[src/rtl/alu_share_arbiter_if.sv]
// Request/response bus between two issue units and the shared-ALU arbiter.
// The arbiter sits on the slave modport; issuers and the response consumer use the master modport.
interface alu_share_arbiter_if #(
    parameter int WIDTH = 8,
    parameter int OPW   = 3
);
    logic [1:0]         req_valid;
    logic [1:0]         req_ready;
    logic [2*WIDTH-1:0] req_a;
    logic [2*WIDTH-1:0] req_b;
    logic [2*OPW-1:0]   req_op;
    logic               rsp_valid;
    logic               rsp_ready;
    logic               rsp_id;
    logic [WIDTH-1:0]   rsp_result;
    logic [2:0]         rsp_flags;

    modport slave (
        input  req_valid, req_a, req_b, req_op, rsp_ready,
        output req_ready, rsp_valid, rsp_id, rsp_result, rsp_flags
    );

    modport master (
        output req_valid, req_a, req_b, req_op, rsp_ready,
        input  req_ready, rsp_valid, rsp_id, rsp_result, rsp_flags
    );
endinterface

[src/rtl/alu_share_arbiter.sv]
// Shares one combinational flag-producing ALU between two requesters: grant, issue registered
// operands, capture result and flags, and return them on a tagged valid/ready response channel.
module alu_share_arbiter #(
    parameter int WIDTH = 8,
    parameter int OPW   = 3,
    parameter int FAIR  = 1,
    parameter int CNTW  = 16
) (
    input  logic               clk,
    input  logic               rst_n,
    alu_share_arbiter_if.slave bus,
    output logic [WIDTH-1:0]   alu_a,
    output logic [WIDTH-1:0]   alu_b,
    output logic [OPW-1:0]     alu_op,
    input  logic [WIDTH-1:0]   alu_result,
    input  logic               alu_zero,
    input  logic               alu_carry,
    input  logic               alu_negative,
    output logic               busy,
    output logic [CNTW-1:0]    op_count
);

    typedef enum logic [1:0] {
        IDLE = 2'd0,
        EXEC = 2'd1,
        RESP = 2'd2
    } state_t;

    state_t           state_q;
    state_t           state_d;
    logic [1:0]       gnt;
    logic             gnt_id;
    logic [1:0]       ready_c;
    logic             last_grant;
    logic             accept;
    logic             rsp_fire;

    logic [WIDTH-1:0] a_p0;
    logic [WIDTH-1:0] b_p0;
    logic [OPW-1:0]   op_p0;
    logic             id_p0;

    logic [WIDTH-1:0] result_p1;
    logic [2:0]       flags_p1;
    logic             id_p1;

    logic [CNTW-1:0]  cnt_q;

    // Contention goes to the requester not served last time unless fixed priority is selected.
    always_comb begin
        gnt = 2'b00;
        case (bus.req_valid)
            2'b01:   gnt = 2'b01;
            2'b10:   gnt = 2'b10;
            2'b11:   gnt = ((FAIR != 0) && !last_grant) ? 2'b10 : 2'b01;
            default: gnt = 2'b00;
        endcase
    end

    assign gnt_id = gnt[1];

    always_comb begin
        state_d = state_q;
        ready_c = 2'b00;
        case (state_q)
            IDLE: begin
                if (gnt != 2'b00) begin
                    ready_c = gnt;
                    state_d = EXEC;
                end
            end
            EXEC:    state_d = RESP;
            RESP: begin
                if (bus.rsp_ready) begin
                    state_d = IDLE;
                end
            end
            default: state_d = IDLE;
        endcase
    end

    assign accept   = (state_q == IDLE) && (gnt != 2'b00);
    assign rsp_fire = (state_q == RESP) && bus.rsp_ready;

    always_ff @(posedge clk or negedge rst_n) begin
        if (!rst_n) begin
            state_q    <= IDLE;
            last_grant <= 1'b1;
            a_p0       <= '0;
            b_p0       <= '0;
            op_p0      <= '0;
            id_p0      <= 1'b0;
            result_p1  <= '0;
            flags_p1   <= 3'b000;
            id_p1      <= 1'b0;
            cnt_q      <= '0;
        end else begin
            state_q <= state_d;
            // Stage p0: winning operands latched into the ALU issue registers.
            if (accept) begin
                a_p0       <= gnt_id ? bus.req_a[2*WIDTH-1:WIDTH] : bus.req_a[WIDTH-1:0];
                b_p0       <= gnt_id ? bus.req_b[2*WIDTH-1:WIDTH] : bus.req_b[WIDTH-1:0];
                op_p0      <= gnt_id ? bus.req_op[2*OPW-1:OPW]    : bus.req_op[OPW-1:0];
                id_p0      <= gnt_id;
                last_grant <= gnt_id;
            end
            // Stage p1: ALU output captured into the response registers.
            if (state_q == EXEC) begin
                result_p1 <= alu_result;
                flags_p1  <= {alu_zero, alu_carry, alu_negative};
                id_p1     <= id_p0;
            end
            if (rsp_fire) begin
                cnt_q <= cnt_q + CNTW'(1);
            end
        end
    end

    // Gated by reset so the request side reads idle while the block is held in reset.
    assign bus.req_ready  = rst_n ? ready_c : 2'b00;
    assign bus.rsp_valid  = (state_q == RESP);
    assign bus.rsp_id     = id_p1;
    assign bus.rsp_result = result_p1;
    assign bus.rsp_flags  = flags_p1;

    assign alu_a    = a_p0;
    assign alu_b    = b_p0;
    assign alu_op   = op_p0;
    assign busy     = (state_q != IDLE);
    assign op_count = cnt_q;

endmodule

[src/flat_wrapper.sv]
// flat-port wrapper written by rule: the top's interface ports become plain ports
module alu_share_arbiter_flat 
#(
    parameter int WIDTH = 8,
    parameter int OPW   = 3,
    parameter int FAIR  = 1,
    parameter int CNTW  = 16
)
  (clk, rst_n, alu_a, alu_b, alu_op, alu_result, alu_zero, alu_carry, alu_negative, busy, op_count, bus_req_valid, bus_req_a, bus_req_b, bus_req_op, bus_rsp_ready, bus_req_ready, bus_rsp_valid, bus_rsp_id, bus_rsp_result, bus_rsp_flags);
  alu_share_arbiter_if #(.WIDTH(WIDTH), .OPW(OPW)) bus_i ();
  input  logic clk;
  input  logic rst_n;
  output logic [WIDTH-1:0] alu_a;
  output logic [WIDTH-1:0] alu_b;
  output logic [OPW-1:0] alu_op;
  input  logic [WIDTH-1:0] alu_result;
  input  logic alu_zero;
  input  logic alu_carry;
  input  logic alu_negative;
  output logic busy;
  output logic [CNTW-1:0] op_count;
  input wire logic [$bits(bus_i.req_valid)-1:0] bus_req_valid;
  input wire logic [$bits(bus_i.req_a)-1:0] bus_req_a;
  input wire logic [$bits(bus_i.req_b)-1:0] bus_req_b;
  input wire logic [$bits(bus_i.req_op)-1:0] bus_req_op;
  input wire logic [$bits(bus_i.rsp_ready)-1:0] bus_rsp_ready;
  output wire logic [$bits(bus_i.req_ready)-1:0] bus_req_ready;
  output wire logic [$bits(bus_i.rsp_valid)-1:0] bus_rsp_valid;
  output wire logic [$bits(bus_i.rsp_id)-1:0] bus_rsp_id;
  output wire logic [$bits(bus_i.rsp_result)-1:0] bus_rsp_result;
  output wire logic [$bits(bus_i.rsp_flags)-1:0] bus_rsp_flags;
  assign bus_i.req_valid = bus_req_valid;
  assign bus_i.req_a = bus_req_a;
  assign bus_i.req_b = bus_req_b;
  assign bus_i.req_op = bus_req_op;
  assign bus_i.rsp_ready = bus_rsp_ready;
  assign bus_req_ready = bus_i.req_ready;
  assign bus_rsp_valid = bus_i.rsp_valid;
  assign bus_rsp_id = bus_i.rsp_id;
  assign bus_rsp_result = bus_i.rsp_result;
  assign bus_rsp_flags = bus_i.rsp_flags;
  alu_share_arbiter #(.WIDTH(WIDTH), .OPW(OPW), .FAIR(FAIR), .CNTW(CNTW)) u_core (.clk(clk), .rst_n(rst_n), .bus(bus_i), .alu_a(alu_a), .alu_b(alu_b), .alu_op(alu_op), .alu_result(alu_result), .alu_zero(alu_zero), .alu_carry(alu_carry), .alu_negative(alu_negative), .busy(busy), .op_count(op_count));
endmodule
[config.mk]
export PLATFORM = sky130hd
export DESIGN_NAME = alu_share_arbiter_flat
export DESIGN_NICKNAME = d
export VERILOG_FILES = /design/src/rtl/alu_share_arbiter_if.sv /design/src/rtl/alu_share_arbiter.sv /design/src/flat_wrapper.sv
export SDC_FILE = /design/constraint.sdc
export NUM_CORES = 1
export LEC_CHECK = 0
export ABC_AREA = 1
export CAP_MARGIN = 0
export CORE_MARGIN = 2
export CORE_UTILIZATION = 30
export CTS_BUF_LIST = sky130_fd_sc_hd__clkbuf_16
export DETAILED_ROUTE_END_ITERATION = 12
export PLACE_DENSITY = 0.64
export SLEW_MARGIN = 0
export SYNTH_ARGS = -nofsm -noshare
export SYNTH_HDL_FRONTEND = slang
export SYNTH_SLANG_ARGS = --single-unit
[constraint.sdc]
create_clock -name clk -period 4.33 [get_ports clk]
set_clock_uncertainty 0.1 [all_clocks]
set_input_delay 0.866 -clock clk [delete_from_list [all_inputs] [get_ports clk]]
set_output_delay 0.866 -clock clk [all_outputs]
set_load 0.005 [all_outputs]
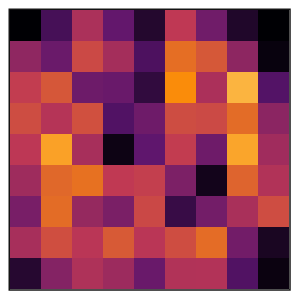
*Cell density map*
Drawn at 3 px/um. 9 x 9 tiles, from black (low) to pale yellow (high), 0 to 100% covered.
fullest tile	84%
nearly empty tiles	2.5%
densest ninth of the die	middle left
FP Core Util: 30.8%
Core ar.: 7730 sq um
Final Util: 47.2%

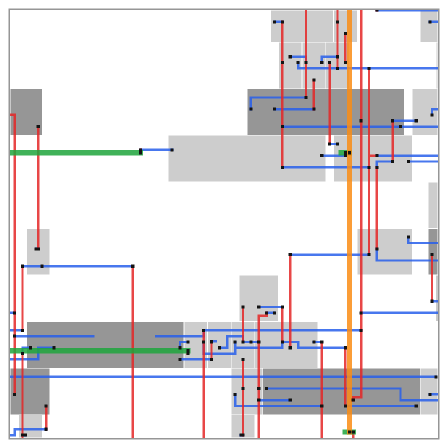
*Zoomed window*
Region (34, 34) to (59, 59) um. Cells in grey, sequential cells in the stronger grey; small squares are vias.
colour	layer
red	metal 2
orange	metal 4
blue	metal 1
green	metal 3
cells with their middle in the window	23
most frequent	inv_1 (5), nand2_1 (4), dfrtp_1 (3)
netlist names of flops here include	`u_core.state_q` (2), `u_core.op_count` (1)
sequential cells in the window	3

==> results_slide.txt <==
Key Metrics from the Run

Global routing
  – Largest net degree at the start of global routing: about 52
  – Vias in the first global route: 2008
  – Initial antenna violation count: 0
  – First-pass GRT wire length: around 9400 um

Clocking
  – Clock slew at reported path FFs: approximately 0.06 ns
  – Htree depth: 2
  – Post_cts resized: 0
  – CTS tree: built

Run
  – Max Cap Violations: 0
  – Log Warnings: 26

Logic synthesis
  – # Cells Yosys: 263
  – AO/OA Area Share: about 6.5%
  – Fraction of registers with async set or reset after synthesis: 100%
  – Top cells by area: dfrtp_1 (53%), nand2_1 (9.6%), nand3_1 (5.5%), nor2_1 (5.0%), a31oi_1 (5.0%)
  – Synthesized area: approximately 2400 sq um
  – Top post-synthesis cells by count: nand2_1 (61), dfrtp_1 (50), nor2_1 (32)
  – Post-synth seq share: between 50% and 60%
  – Basic Gates by Area: around a quarter
  – Mux frac, synth: 6.31%
  – Mapped Cells: ~260
  – Syn nets: 318
  – YS warnings: 0
  – Mean Syn Cell Area: roughly 9.1 sq um
  – Area leader share: a little over half
  – Post-synth regs: 51
  – Top_reg_cell synth: dfrtp_1
  – XORs/XNORs by Area: between 3 and 4%
  – Leading area contributor after synthesis: dfrtp_1
  – Adder-cell share of the synthesized area: 0.525%
  – EDFF count, synth: 0

Route
  – First drt pass iteration count: 4
  – Vias/cell: approximately 4.5
  – Vias: between 2000 and 2500
  – Drt total wl: between 5000 and 6000 um

Timing
  – Slew Viols, Final: 0
  – Final setup fails: 0
  – Fin. Hold Viols: 0
  – Final Cycle Share: roughly four fifths
  – RSZ-0062 raised after global routing: no

Power
  – P per Cell Area: 552 nW/um^2
  – Comb power: between 0.8 and 0.9 mW
  – Leakage Power: 1.62 nW
  – Internal power: between 1 and 1.5 mW
  – Final total power: between 2 and 2.5 mW
  – Sequential power: a little under 0.8 mW

Placed design
  – Placed cell count: roughly 460
  – Port Buf Inserts: about 100
  – GP Congestion: roughly 0.86
  – Place WS: 0.925 ns
  – Hpwl dp: between 4000 and 5000 um
  – Area post-placement: approximately 3500 sq um

Setup path
  – R2R Setup Slk: between 2 and 3 ns
  – Crit start category: input port
  – CP endpoint kind: primary output
  – Crit path launch: bus_req_valid[1]
  – R2r endpoint: u_core.alu_b[0]$_DFFE_PN0P_
  – Crit path max fanout: 13
  – Worst Setup EP: bus_req_ready[1]
  – CP Class: in2out

Cells and area
  – Dominant logic cell types in the final layout: clkdlybuf4s50_1 (103), nand2_1 (61), dfrtp_1 (50)
  – Max FFs per register: 16
  – Share of layout cells above drive strength 1: 7.34%
  – Design Area, Final: 3650 sq um
  – Top logic cell by instance count in the layout: clkdlybuf4s50_1
  – Final net count: 422

Outcome
  – Status: complete, no violations

Floorplan
  – Ports: 105

Hold path
  – Hold path cells: 1
  – Hold path startpoint: u_core.bus.rsp_result[3]$_DFFE_PN0N_
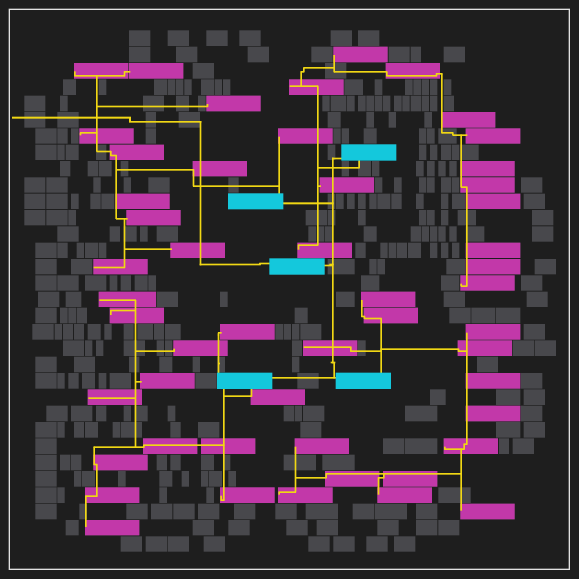
*Routed clock nets over the placement*
Drawn at 6 px/um.
[magenta] flip-flops | count: 51
[yellow] clock wires | length: 639 um
[cyan] clock drivers | count: 5
routed clock nets	6
flops lie	all over the die
clk_lat worst skew: 0.28 ns
Clock net power: 0.371 mW
clock share of power: 18.4%

routing by layer:
| layer | vias to the layer above | GRT usage [%] | routed length (um) |
|---|---|---|---|
| met2 | 73 | 21.8 | 2620 |
| met5 | - | 0 | 0 |
| met4 | 0 | 3.06 | 57 |
| met1 | 959 | 17.3 | 2540 |
| met3 | 6 | 4.92 | 494 |
| li1 | 1067 | - | - |
cell type report:
class                      count  area, sq um
clock inverter                 3         12.5
sequential                    51         1280
tap                          102          128
clock buffer                   5          125
multi-input combinational    179          958
timing repair buffer         108         1070
fill                         746         4080
inverter                      22         82.6
critical path: stages:
cell             delay (ns)
clkdlybuf4s50_1        0.75
nand3_1                0.20
nor2_1                 0.12
clkdlybuf4s50_1        0.52
Power figures rest on the tool's default switching activity, not on a simulated workload.
